==> images/metal_density.png <==
Bar = 10 um. The die is cut into 8 by 10 equal tiles; dark purple is low, yellow is high, scaled to the fullest tile. Values are wire area over tile area, all layers added.
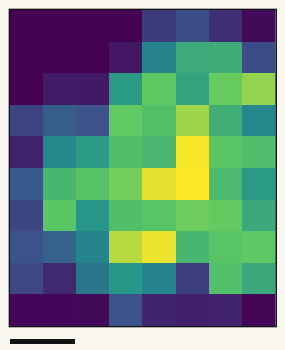
==> images/placement_by_type.png <==
Bar = 10 um.
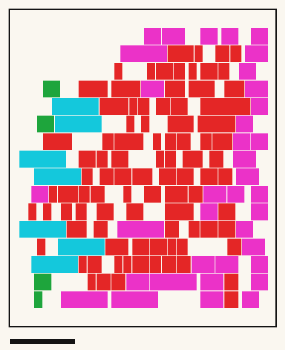
==> images/sizes.png <==
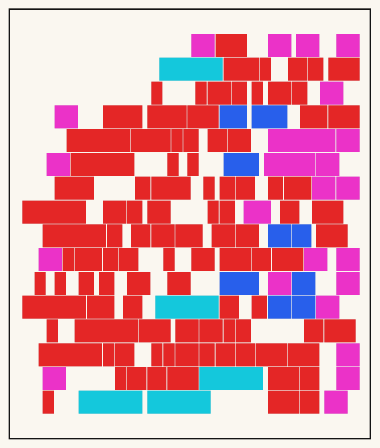
==> images/congestion.png <==
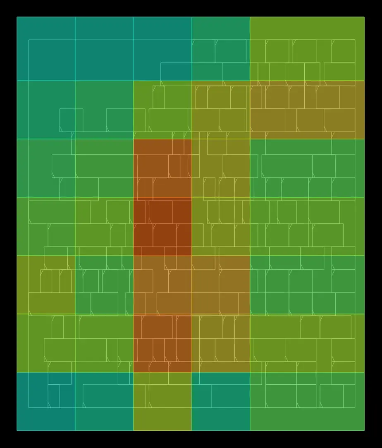
[src/rtl/ctrl_fsm_pkg.sv]
// Shared encodings for the multi-cycle control unit: FSM states, RV32I opcodes
// and the datapath select constants.
package ctrl_fsm_pkg;

    typedef enum logic [1:0] {
        S_FLUSH   = 2'd0,
        S_EXEC    = 2'd1,
        S_MEM     = 2'd2,
        S_LOAD_WB = 2'd3
    } state_t;

    // opcode field [6:2]
    localparam logic [4:0] OPC_LOAD   = 5'b00000;
    localparam logic [4:0] OPC_OP_IMM = 5'b00100;
    localparam logic [4:0] OPC_STORE  = 5'b01000;
    localparam logic [4:0] OPC_OP     = 5'b01100;
    localparam logic [4:0] OPC_LUI    = 5'b01101;
    localparam logic [4:0] OPC_BRANCH = 5'b11000;
    localparam logic [4:0] OPC_JALR   = 5'b11001;
    localparam logic [4:0] OPC_JAL    = 5'b11011;

    localparam logic [2:0] IMM_I       = 3'd0;
    localparam logic [2:0] IMM_S       = 3'd1;
    localparam logic [2:0] IMM_B       = 3'd2;
    localparam logic [2:0] IMM_U       = 3'd3;
    localparam logic [2:0] IMM_J       = 3'd4;
    localparam logic [2:0] IMM_DEFAULT = IMM_I;

    localparam logic ALU1_RS  = 1'b0;
    localparam logic ALU1_PC  = 1'b1;
    localparam logic ALU2_IMM = 1'b0;
    localparam logic ALU2_RS  = 1'b1;

    localparam logic [1:0] RD_ALU  = 2'd0;
    localparam logic [1:0] RD_PCP4 = 2'd1;
    localparam logic [1:0] RD_MEM  = 2'd2;
    localparam logic [1:0] RD_IMM  = 2'd3;

    localparam logic [1:0] PC_P4  = 2'd0;
    localparam logic [1:0] PC_ALU = 2'd1;
    localparam logic [1:0] PC_OLD = 2'd2;
    localparam logic [1:0] PC_M4  = 2'd3;

    localparam logic MEM_PC  = 1'b0;
    localparam logic MEM_ALU = 1'b1;

    // comparator ops and access widths follow the func3 encoding directly
    localparam logic [2:0] EQ  = 3'd0;
    localparam logic [2:0] NE  = 3'd1;
    localparam logic [2:0] LT  = 3'd4;
    localparam logic [2:0] GE  = 3'd5;
    localparam logic [2:0] LTU = 3'd6;
    localparam logic [2:0] GEU = 3'd7;

    localparam logic [2:0] SB  = 3'd0;
    localparam logic [2:0] SH  = 3'd1;
    localparam logic [2:0] SW  = 3'd2;
    localparam logic [2:0] SBU = 3'd4;
    localparam logic [2:0] SHU = 3'd5;

    localparam logic [1:0] INST_MEM = 2'd0;
    localparam logic [1:0] INST_OLD = 2'd1;
    localparam logic [1:0] INST_NOP = 2'd2;

    function automatic logic is_mem_op(input logic [4:0] opcode);
        return (opcode == OPC_LOAD) || (opcode == OPC_STORE);
    endfunction

endpackage

[src/rtl/ctrl_fsm_decode.sv]
// Combinational opcode/func3 decode of the datapath selects, independent of
// FSM state. Unknown opcodes yield the default selects with is_legal low.
module ctrl_decode
    import ctrl_fsm_pkg::*;
(
    input  logic [4:0] opcode,
    input  logic [2:0] func3,
    output logic [2:0] imm_type,
    output logic       alu1_sel,
    output logic       alu2_sel,
    output logic [1:0] rd_sel,
    output logic [2:0] cmp_op,
    output logic [2:0] sel_type,
    output logic       is_legal
);

    always_comb begin
        imm_type = IMM_DEFAULT;
        alu1_sel = ALU1_RS;
        alu2_sel = ALU2_IMM;
        rd_sel   = RD_ALU;
        cmp_op   = EQ;
        sel_type = SW;
        is_legal = 1'b1;
        case (opcode)
            OPC_OP:     alu2_sel = ALU2_RS;
            OPC_OP_IMM: imm_type = IMM_I;
            OPC_LUI: begin
                imm_type = IMM_U;
                rd_sel   = RD_IMM;
            end
            OPC_JAL: begin
                imm_type = IMM_J;
                alu1_sel = ALU1_PC;
                rd_sel   = RD_PCP4;
            end
            OPC_JALR: begin
                imm_type = IMM_I;
                rd_sel   = RD_PCP4;
            end
            OPC_BRANCH: begin
                imm_type = IMM_B;
                alu1_sel = ALU1_PC;
                cmp_op   = func3;
            end
            OPC_LOAD: begin
                imm_type = IMM_I;
                sel_type = func3;
            end
            OPC_STORE: begin
                imm_type = IMM_S;
                sel_type = func3;
            end
            default: is_legal = 1'b0;
        endcase
    end

endmodule

[src/rtl/ctrl_fsm.sv]
// Multi-cycle control FSM for the rysy RV32I core: flush/execute/memory/
// load-writeback sequencing with ack- or latency-terminated memory phases.
module ctrl_fsm
    import ctrl_fsm_pkg::*;
#(
    parameter int ACK_MODE = 1,
    parameter int MEM_LAT  = 1,
    parameter int TIMEOUT  = 15
) (
    input  logic       clk,
    input  logic       rst,
    input  logic [4:0] opcode,
    input  logic [2:0] func3,
    input  logic       b,
    input  logic       mem_ack,
    input  logic       stall,
    output logic [2:0] imm_type,
    output logic       alu1_sel,
    output logic       alu2_sel,
    output logic [1:0] rd_sel,
    output logic [1:0] pc_sel,
    output logic       mem_sel,
    output logic [2:0] cmp_op,
    output logic [2:0] sel_type,
    output logic [1:0] inst_sel,
    output logic       reg_wr,
    output logic       we,
    output logic       mem_req,
    output logic       busy,
    output logic       mem_err,
    output logic       ill_op
);

    localparam int CNT_W = $clog2(TIMEOUT + 1);

    state_t           state, state_nxt;
    logic [CNT_W-1:0] cnt, cnt_nxt;
    logic             mem_store, mem_store_nxt;
    logic [1:0]       dec_rd_sel;
    logic             dec_legal;
    logic             mem_done;
    logic             timeout;

    ctrl_decode u_decode (
        .opcode   (opcode),
        .func3    (func3),
        .imm_type (imm_type),
        .alu1_sel (alu1_sel),
        .alu2_sel (alu2_sel),
        .rd_sel   (dec_rd_sel),
        .cmp_op   (cmp_op),
        .sel_type (sel_type),
        .is_legal (dec_legal)
    );

    // cnt is zero on the first (S_EXEC) cycle of an access, so it counts the
    // request cycles already spent before the current one.
    assign mem_done = (ACK_MODE != 0) ? mem_ack
                    : ((MEM_LAT == 1) || (cnt == CNT_W'(MEM_LAT - 1)));
    assign timeout  = (ACK_MODE != 0) && !mem_ack && (cnt == CNT_W'(TIMEOUT));

    always_ff @(posedge clk) begin
        if (rst) begin
            state     <= S_FLUSH;
            cnt       <= '0;
            mem_store <= 1'b0;
        end else begin
            state     <= state_nxt;
            cnt       <= cnt_nxt;
            mem_store <= mem_store_nxt;
        end
    end

    always_comb begin
        state_nxt     = state;
        cnt_nxt       = '0;
        mem_store_nxt = mem_store;
        case (state)
            S_FLUSH: state_nxt = S_EXEC;
            S_EXEC: begin
                if (!stall) begin
                    case (opcode)
                        OPC_JAL, OPC_JALR: state_nxt = S_FLUSH;
                        OPC_BRANCH:        if (b) state_nxt = S_FLUSH;
                        OPC_LOAD, OPC_STORE: begin
                            mem_store_nxt = (opcode == OPC_STORE);
                            if (mem_done) begin
                                state_nxt = (opcode == OPC_STORE) ? S_FLUSH : S_LOAD_WB;
                            end else begin
                                state_nxt = S_MEM;
                                cnt_nxt   = cnt + 1'b1;
                            end
                        end
                        default: state_nxt = S_EXEC;
                    endcase
                end
            end
            S_MEM: begin
                if (mem_done) begin
                    state_nxt = mem_store ? S_FLUSH : S_LOAD_WB;
                end else if (timeout) begin
                    state_nxt = S_FLUSH;
                end else begin
                    cnt_nxt = cnt + 1'b1;
                end
            end
            S_LOAD_WB: state_nxt = S_FLUSH;
            default:   state_nxt = S_FLUSH;
        endcase
    end

    always_comb begin
        pc_sel   = PC_P4;
        inst_sel = INST_MEM;
        mem_sel  = MEM_PC;
        rd_sel   = dec_rd_sel;
        reg_wr   = 1'b0;
        we       = 1'b0;
        mem_req  = 1'b0;
        mem_err  = 1'b0;
        ill_op   = 1'b0;
        busy     = (state != S_EXEC);
        case (state)
            S_FLUSH: inst_sel = INST_NOP;
            S_EXEC: begin
                if (stall) begin
                    pc_sel   = PC_OLD;
                    inst_sel = INST_OLD;
                end else begin
                    ill_op = !dec_legal;
                    case (opcode)
                        OPC_OP, OPC_OP_IMM, OPC_LUI: reg_wr = 1'b1;
                        OPC_JAL, OPC_JALR: begin
                            reg_wr   = 1'b1;
                            rd_sel   = RD_PCP4;
                            pc_sel   = PC_ALU;
                            inst_sel = INST_NOP;
                        end
                        OPC_BRANCH: begin
                            if (b) begin
                                pc_sel   = PC_ALU;
                                inst_sel = INST_NOP;
                            end
                        end
                        OPC_LOAD, OPC_STORE: begin
                            mem_req  = 1'b1;
                            mem_sel  = MEM_ALU;
                            pc_sel   = PC_OLD;
                            inst_sel = INST_OLD;
                            we       = (opcode == OPC_STORE);
                        end
                        default: pc_sel = PC_P4;
                    endcase
                end
            end
            S_MEM: begin
                mem_req  = 1'b1;
                mem_sel  = MEM_ALU;
                pc_sel   = PC_OLD;
                inst_sel = INST_OLD;
                we       = mem_store;
                mem_err  = timeout;
            end
            S_LOAD_WB: begin
                reg_wr   = 1'b1;
                rd_sel   = RD_MEM;
                inst_sel = INST_NOP;
            end
            default: inst_sel = INST_NOP;
        endcase
        // reset abandons any in-flight request combinationally
        if (rst) begin
            reg_wr   = 1'b0;
            we       = 1'b0;
            mem_req  = 1'b0;
            mem_err  = 1'b0;
            ill_op   = 1'b0;
            inst_sel = INST_NOP;
            pc_sel   = PC_OLD;
        end
    end

endmodule

[config.mk]
export PLATFORM = sky130hd
export DESIGN_NAME = ctrl_fsm
export DESIGN_NICKNAME = d
export VERILOG_FILES = /design/src/rtl/ctrl_fsm_pkg.sv /design/src/rtl/ctrl_fsm_decode.sv /design/src/rtl/ctrl_fsm.sv
export SDC_FILE = /design/constraint.sdc
export NUM_CORES = 1
export LEC_CHECK = 0
export CAP_MARGIN = 15
export CORE_ASPECT_RATIO = 1.2
export CORE_UTILIZATION = 43
export DETAILED_ROUTE_END_ITERATION = 16
export PLACE_DENSITY = 0.93
export SLEW_MARGIN = 20
export SYNTH_ARGS = -nofsm -noshare
export SYNTH_HDL_FRONTEND = slang
export SYNTH_SLANG_ARGS = --single-unit
export TNS_END_PERCENT = 30
[constraint.sdc]
create_clock -name clk -period 4.3 [get_ports clk]
set_input_delay 0.86 -clock clk [delete_from_list [all_inputs] [get_ports clk]]
set_output_delay 0.86 -clock clk [all_outputs]
set_load 0.1 [all_outputs]
==> flow_metrics.py <==
# Flow results
metrics = {
    "finish": {
        "biggestCellCategory": "logic gates",
        "seqAreaFraction_pct": 11.9,
        "filler_cell_count": 130,
        "registers.top_by_ff_count": "cnt",
        "total_number_of_sequential_cells": 7,
        "most_frequent_logic_cell_in_the_layout": "sky130_fd_sc_hd__buf_4",
        "n_clock_buffer": 4,
        "non_clock_inverter_count": 7,
        "largest_register_ffs": 4,
        "mostFrequentLayoutCells": "18 x sky130_fd_sc_hd__buf_4, 13 x sky130_fd_sc_hd__clkdlybuf4s50_1, 11 x sky130_fd_sc_hd__nor2_1",
        "non_clock_buffer_area_share_pct": 30.9,
        "buffers_excl_clock": 36,
        "logic_gates": 84,
    },
    "floorplanning": {
        "well_tap_count": 18,
        "initial_utilization_pct": 46.9,
        "chip_area_mm2": 0.00201,
        "die.size.x_um": 41.1,
    },
    "worst_setup_path": {
        "worstPathArrival_ns": 2.80,
        "path_max_fanout": 10,
        "critical_path.endpoint_type": "output pin",
        "startpoint_type": "primary input",
        "crit_type": "primary input to output pin",
        "reg2reg_setup_slack_ns": 2.40,
        "crit_required_ns": 3.44,
        "timing.critical_path.buf_inv": 2,
        "r2r_end": "state[1]",
    },
    "pwr": {
        "total_power_w": 0.000247,
        "internal_power_w": 0.000140,
        "clk-power_w": 0.0000574,
        "pwr.group.combinational_w": 0.000122,
        "power-top-group": "combinational logic",
        "power.switching_w": 0.000107,
        "power-per-cell-area_mw_per_mm2": 209,
    },
    "synth": {
        "yosys.area.top_type": "sky130_fd_sc_hd__dfxtp_1",
        "synth_top_area_share_pct": 17.7,
        "seq_area_frac_synth_pct": 17.7,
        "netlist_area_um2": 790,
        "netlist.top_cell.by_instances": "sky130_fd_sc_hd__nor2_1",
        "synth_top_flop_cell": "sky130_fd_sc_hd__dfxtp_1",
        "mux_area_share_pct": 2.69,
        "async_reset_ff_share_pct": 0,
        "edf_count": 0,
        "ys_types": 44,
        "chip_area_from_the_yosys_synthesis_statistics_um2": 790,
        "cell_count_in_the_yosys_report": 102,
        "synthesis.nets": 120,
        "xor_area_share_pct": 3.33,
        "ys_seq_elements": 7,
        "yosysWarnings": 0,
    },
    "detailed_routing": {
        "initial_drt_pass_iterations": 3,
        "drc_marker_count_from_the_first_detailed_route_iteration": 6,
        "top_layer_used": "met4",
        "ant_nets": 0,
        "via_count": 844,
        "drc_errors": 0,
    },
    "timing": {
        "timing.final.setup_violations": 0,
        "finalHoldViolations": 0,
        "timing.final.crit_period_ns": 3.66,
        "fin_crit_sh_pct": 85.2,
        "slew_violations": 0,
    },
    "worst_hold_path": {
        "hold_end": "cnt[0]",
        "timing.hold.worst.start": "cnt[0]",
        "worstHoldPathType": "flip-flop to flip-flop",
    },
    "cts": {
        "tritoncts.num_buffers": 3,
        "tritoncts": "built",
        "clock-sinks": 7,
        "worstSkewPairLatency_ns": 0.25,
    },
    "grt": {
        "grt_start_max_net_pins": 11,
        "grt_pass1_wl_um": 2720,
    },
    "job": {
        "openroad.warnings": 30,
        "max_cap_violations": 0,
    },
    "status": {
        "outcome": "finished clean",
    },
    "placement": {
        "postPlaceCellArea_mm2": 0.00115,
    },
}
## Picture notes: metal_density.png
fullest tile = 0.35
mean over tiles = 0.15
tiles over half the peak = 49%
emptiest ninth of the die = top left
nearly empty tiles = 14%

## Picture notes: placement_by_type.png
other buffers and delay cells -> magenta  # cells 36, share of their area 32%
combinational and other logic -> red  # cells 91, share of their area 54%
clock drivers and dummy loads -> green  # cells 4, share of their area 2.3%
flops -> cyan  # cells 7, share of their area 12%

## Picture notes: sizes.png
_2 cells -> blue  # cells 9, most used and3_2
_3 and _4 cells -> magenta  # cells 24, most used buf_4
_6 and larger -> cyan  # cells 5, most used buf_12
_0 and _1 cells -> red  # cells 100, most used clkdlybuf4s50_1

## Picture notes: congestion.png
GR met2 Demand/Resource: 34.4%
M3 GR Usage: 0%
routed len/inst: 12.1 um
global router's overall resource usage: 18.5%

## stage by stage
stage | utilization (%) | std cells | setup TNS [ns] | worst slack (ns)
global placement | 68.7 | 152 | 0 | 0.684
CTS | 70.2 | 156 | 0 | 0.618
floorplan | - | 102 | -0.0967 | -0.0967
global route | 70.2 | 156 | 0 | 0.502
detailed placement | 68.7 | 152 | 0 | 0.615
finish | 70.2 | 156 | 0 | 0.635
## worst max-delay path by stage
stage / start / end / slack, ns / cells after the start
after floorplan: state[1] / inst_sel[0] / -0.1 / 6
after global placement: opcode[0] / mem_sel / 0.68 / 6
after detailed placement: opcode[0] / mem_sel / 0.61 / 6
after CTS: opcode[0] / mem_sel / 0.62 / 6
after global routing: opcode[0] / mem_sel / 0.50 / 6
final: opcode[0] / mem_sel / 0.64 / 6
Power figures rest on the tool's default switching activity, not on a simulated workload.
